Design led_sequencer, sky130hd; sources not shown.
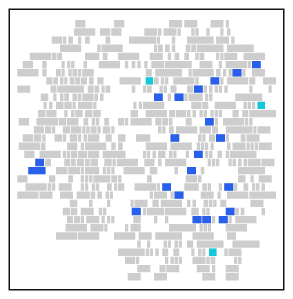
Fig. 1. Selected gate families.
Drawn at 3 px/micron.
Cyan marks AND-OR and OR-AND gates, cells 3, most used a21o_1. Blue marks XOR/XNOR gates, cells 21, most used xor2_1.
most frequent standard cell in the layout excluding fill and tap cells: sky130_fd_sc_hd__nand2_1
tally of non-filler cells in the final layout: 589
multi-input gate share of total cell area: 51.8%

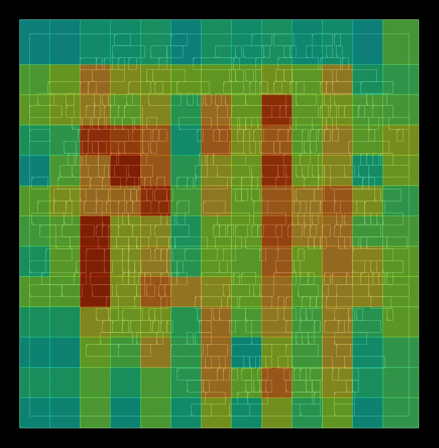
Fig. 2. Routing congestion map.
Routed wire per std cell: 11.2 microns
Post-Route Utilization: 53.7%
met2 track demand over resource: 31.0%
overall fraction of global-route tracks in use: 15.9%

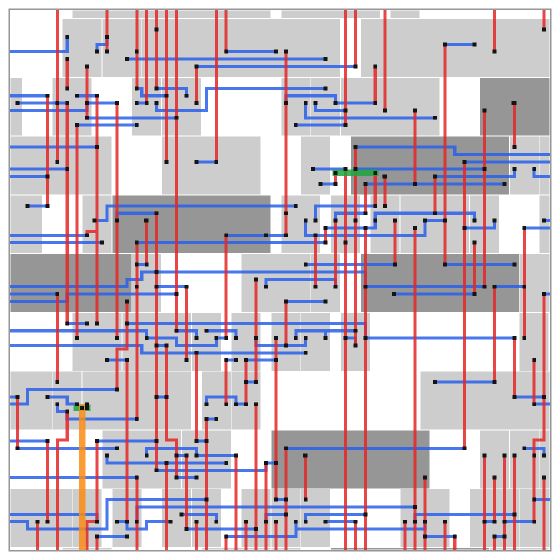
Fig. 3. Layout detail.
Region (56, 57) to (81, 82) microns. Cells in grey, sequential cells in the stronger grey; small squares are vias.
Green marks met3. Blue marks met1. Orange marks met4. Red marks met2.
57 logic cells have their middle in the window. Most frequent: nor2_1 (13), nand2_1 (11), dfxtp_1 (5). Sequential cells in the window: 5.

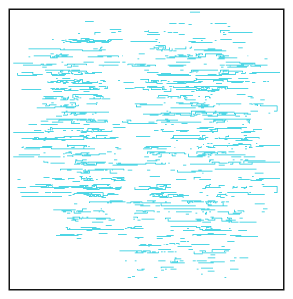
Fig. 4. M1 wires.
Drawn at 3 px/micron.
The wires run mostly horizontal. The layer carries 2,830 microns of wire.
GR met1 Demand/Resource: 16.7%
total wire length after detailed routing: 6.58 mm
vias post-DR: 2,741

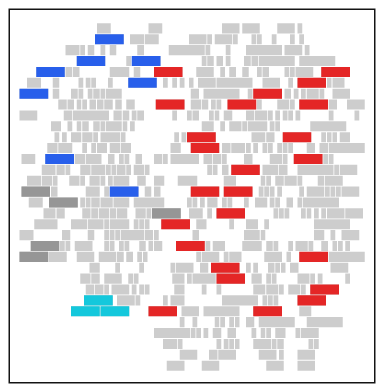
Fig. 5. Where the registers sit.
Drawn at 4 px/micron.
Blue marks `o_led`, flops 8, where north-west. Red marks `u_pre/r_cnt`, flops 24. Cyan marks `r_pos`, flops 3.
Another 5 sequential cells are not coloured.
Flop+latch power: 0.000645 W
area taken by flip-flops and latches: 801 sq um

==> impl_summary.log <==
[flow] final metrics
INFO  metric status = finished clean
INFO  metric coreArea = 7530 sq um
INFO  metric floorplan.die.width = 91 microns
INFO  metric clkPwrFrac = 35.9%
INFO  metric power.ir.vdd_worst = 0.189 mV
INFO  metric number_of_global_route_vias_before_repair = 2,658
INFO  metric hold_path.class = flip-flop to flip-flop
INFO  metric grt_max_degree = 22
INFO  metric drc_errors = 0
INFO  metric drive_above_1_share = 24.0%
INFO  metric ys_area = 2910 sq um
INFO  metric synth.top_cells.by_count = sky130_fd_sc_hd__nand2_1, sky130_fd_sc_hd__inv_1, sky130_fd_sc_hd__nor2_1
INFO  metric viasPerCell = 4.65
INFO  metric synth.ff_latch_count = 40
INFO  metric power.switching = 0.000330 W
INFO  metric cp_max_fo = 5
INFO  metric tritoncts = built
INFO  metric timing.final.setup_violations = 0
INFO  metric power_switching_share = 25.6%
INFO  metric total_negative_slack = 0 ps
INFO  metric finalPower = 0.00129 W
INFO  metric cts-root-buf = sky130_fd_sc_hd__clkbuf_8
INFO  metric design.die.area = 8460 sq um
INFO  metric cts_max_level = 2
INFO  metric post_synth_num_cell_types = 38
INFO  metric dp_worst_setup_slack = -544 ps
INFO  metric grt_pass1_wl = 10.9 mm
INFO  metric endpoint_kind = flip-flop
INFO  metric timing.final.crit_period = 2330 ps
INFO  metric max-cap-violations = 0
INFO  metric asyncSetResetFlopFracSynth = 0%
-- layout by cell type, fill, tap and decap left out, types with 11 or more instances in the layout --
master	synthesis	layout
sky130_fd_sc_hd__ha_1	32	14
sky130_fd_sc_hd__buf_4	0	24
sky130_fd_sc_hd__nand2_1	91	86
sky130_fd_sc_hd__dfxtp_1	40	40
sky130_fd_sc_hd__ha_4	0	18
sky130_fd_sc_hd__nand2_2	7	11
sky130_fd_sc_hd__a21oi_1	13	12
sky130_fd_sc_hd__clkdlybuf4s50_1	0	13
sky130_fd_sc_hd__nor2_1	62	57
sky130_fd_sc_hd__xor2_1	11	11
sky130_fd_sc_hd__nand3_1	23	20
sky130_fd_sc_hd__inv_2	4	24
sky130_fd_sc_hd__inv_1	67	45
sky130_fd_sc_hd__dlymetal6s2s_1	0	25
-- cell type report --
cell class / count / area [sq um] / area share (%)
well taps: 102 / 128 / 3.16
repair buffers: 63 / 643 / 15.9
clock buffers: 8 / 90.1 / 2.23
multi-input cells: 302 / 2090 / 51.8
flip-flops and latches: 40 / 801 / 19.8
inverters: 74 / 288 / 7.12
-- power by group through the flow --
stage               clock [W]  sequential (W)  combinational, W
finish               0.000463        0.000645          0.000183
global route         0.000494        0.000646          0.000206
CTS                  0.000473        0.000644          0.000161
floorplan                   0        0.000658         0.0000818
detailed placement          0        0.000659          0.000160
global placement            0        0.000659          0.000157
-- worst max-delay path: stages --
cell,delay (ps)
sky130_fd_sc_hd__clkdlybuf4s50_1,450
sky130_fd_sc_hd__xnor2_1,150
sky130_fd_sc_hd__nand2_2,110
sky130_fd_sc_hd__inv_4,50
sky130_fd_sc_hd__buf_4,150
sky130_fd_sc_hd__o21ai_2,70
sky130_fd_sc_hd__nand2_1,130
sky130_fd_sc_hd__ha_4,200
sky130_fd_sc_hd__inv_1,70
sky130_fd_sc_hd__nand3_1,90
sky130_fd_sc_hd__nand2_1,90
sky130_fd_sc_hd__nand2_1,60
sky130_fd_sc_hd__a21oi_1,110
-- per-stage QoR --
step                      instances  util, %  hold slack, ps
after detailed placement        578     47.4             385
after global placement          578     47.4             382
after floorplan                 421        -             399
after CTS                       586     48.6             395
final                           589     53.7             396
after global routing            589     53.7             440
-- per-layer routing --
metal | wire length [microns] | vias up | GRT usage (%)
met2 | 3430 | 39 | 31.0
li1 | - | 1458 | -
met3 | 208 | 10 | 2.90
met4 | 108 | 0 | 6.19
met1 | 2830 | 1234 | 16.7
met5 | 0 | - | 0
-- logic make-up (layout without fill, tap and decap cells) --
group / after synthesis / count (layout) / synth area share, %
xor+xnor: 21 / 21 / 6.57
simple gates: 209 / 209 / 32.8
buf+inv: 79 / 145 / 11.0
fa+ha+maj: 32 / 32 / 13.7
compound gates: 38 / 38 / 7.73
mux: 2 / 2 / 0.687
flops: 40 / 40 / 27.5
Power is estimated from default activity; no workload was simulated.
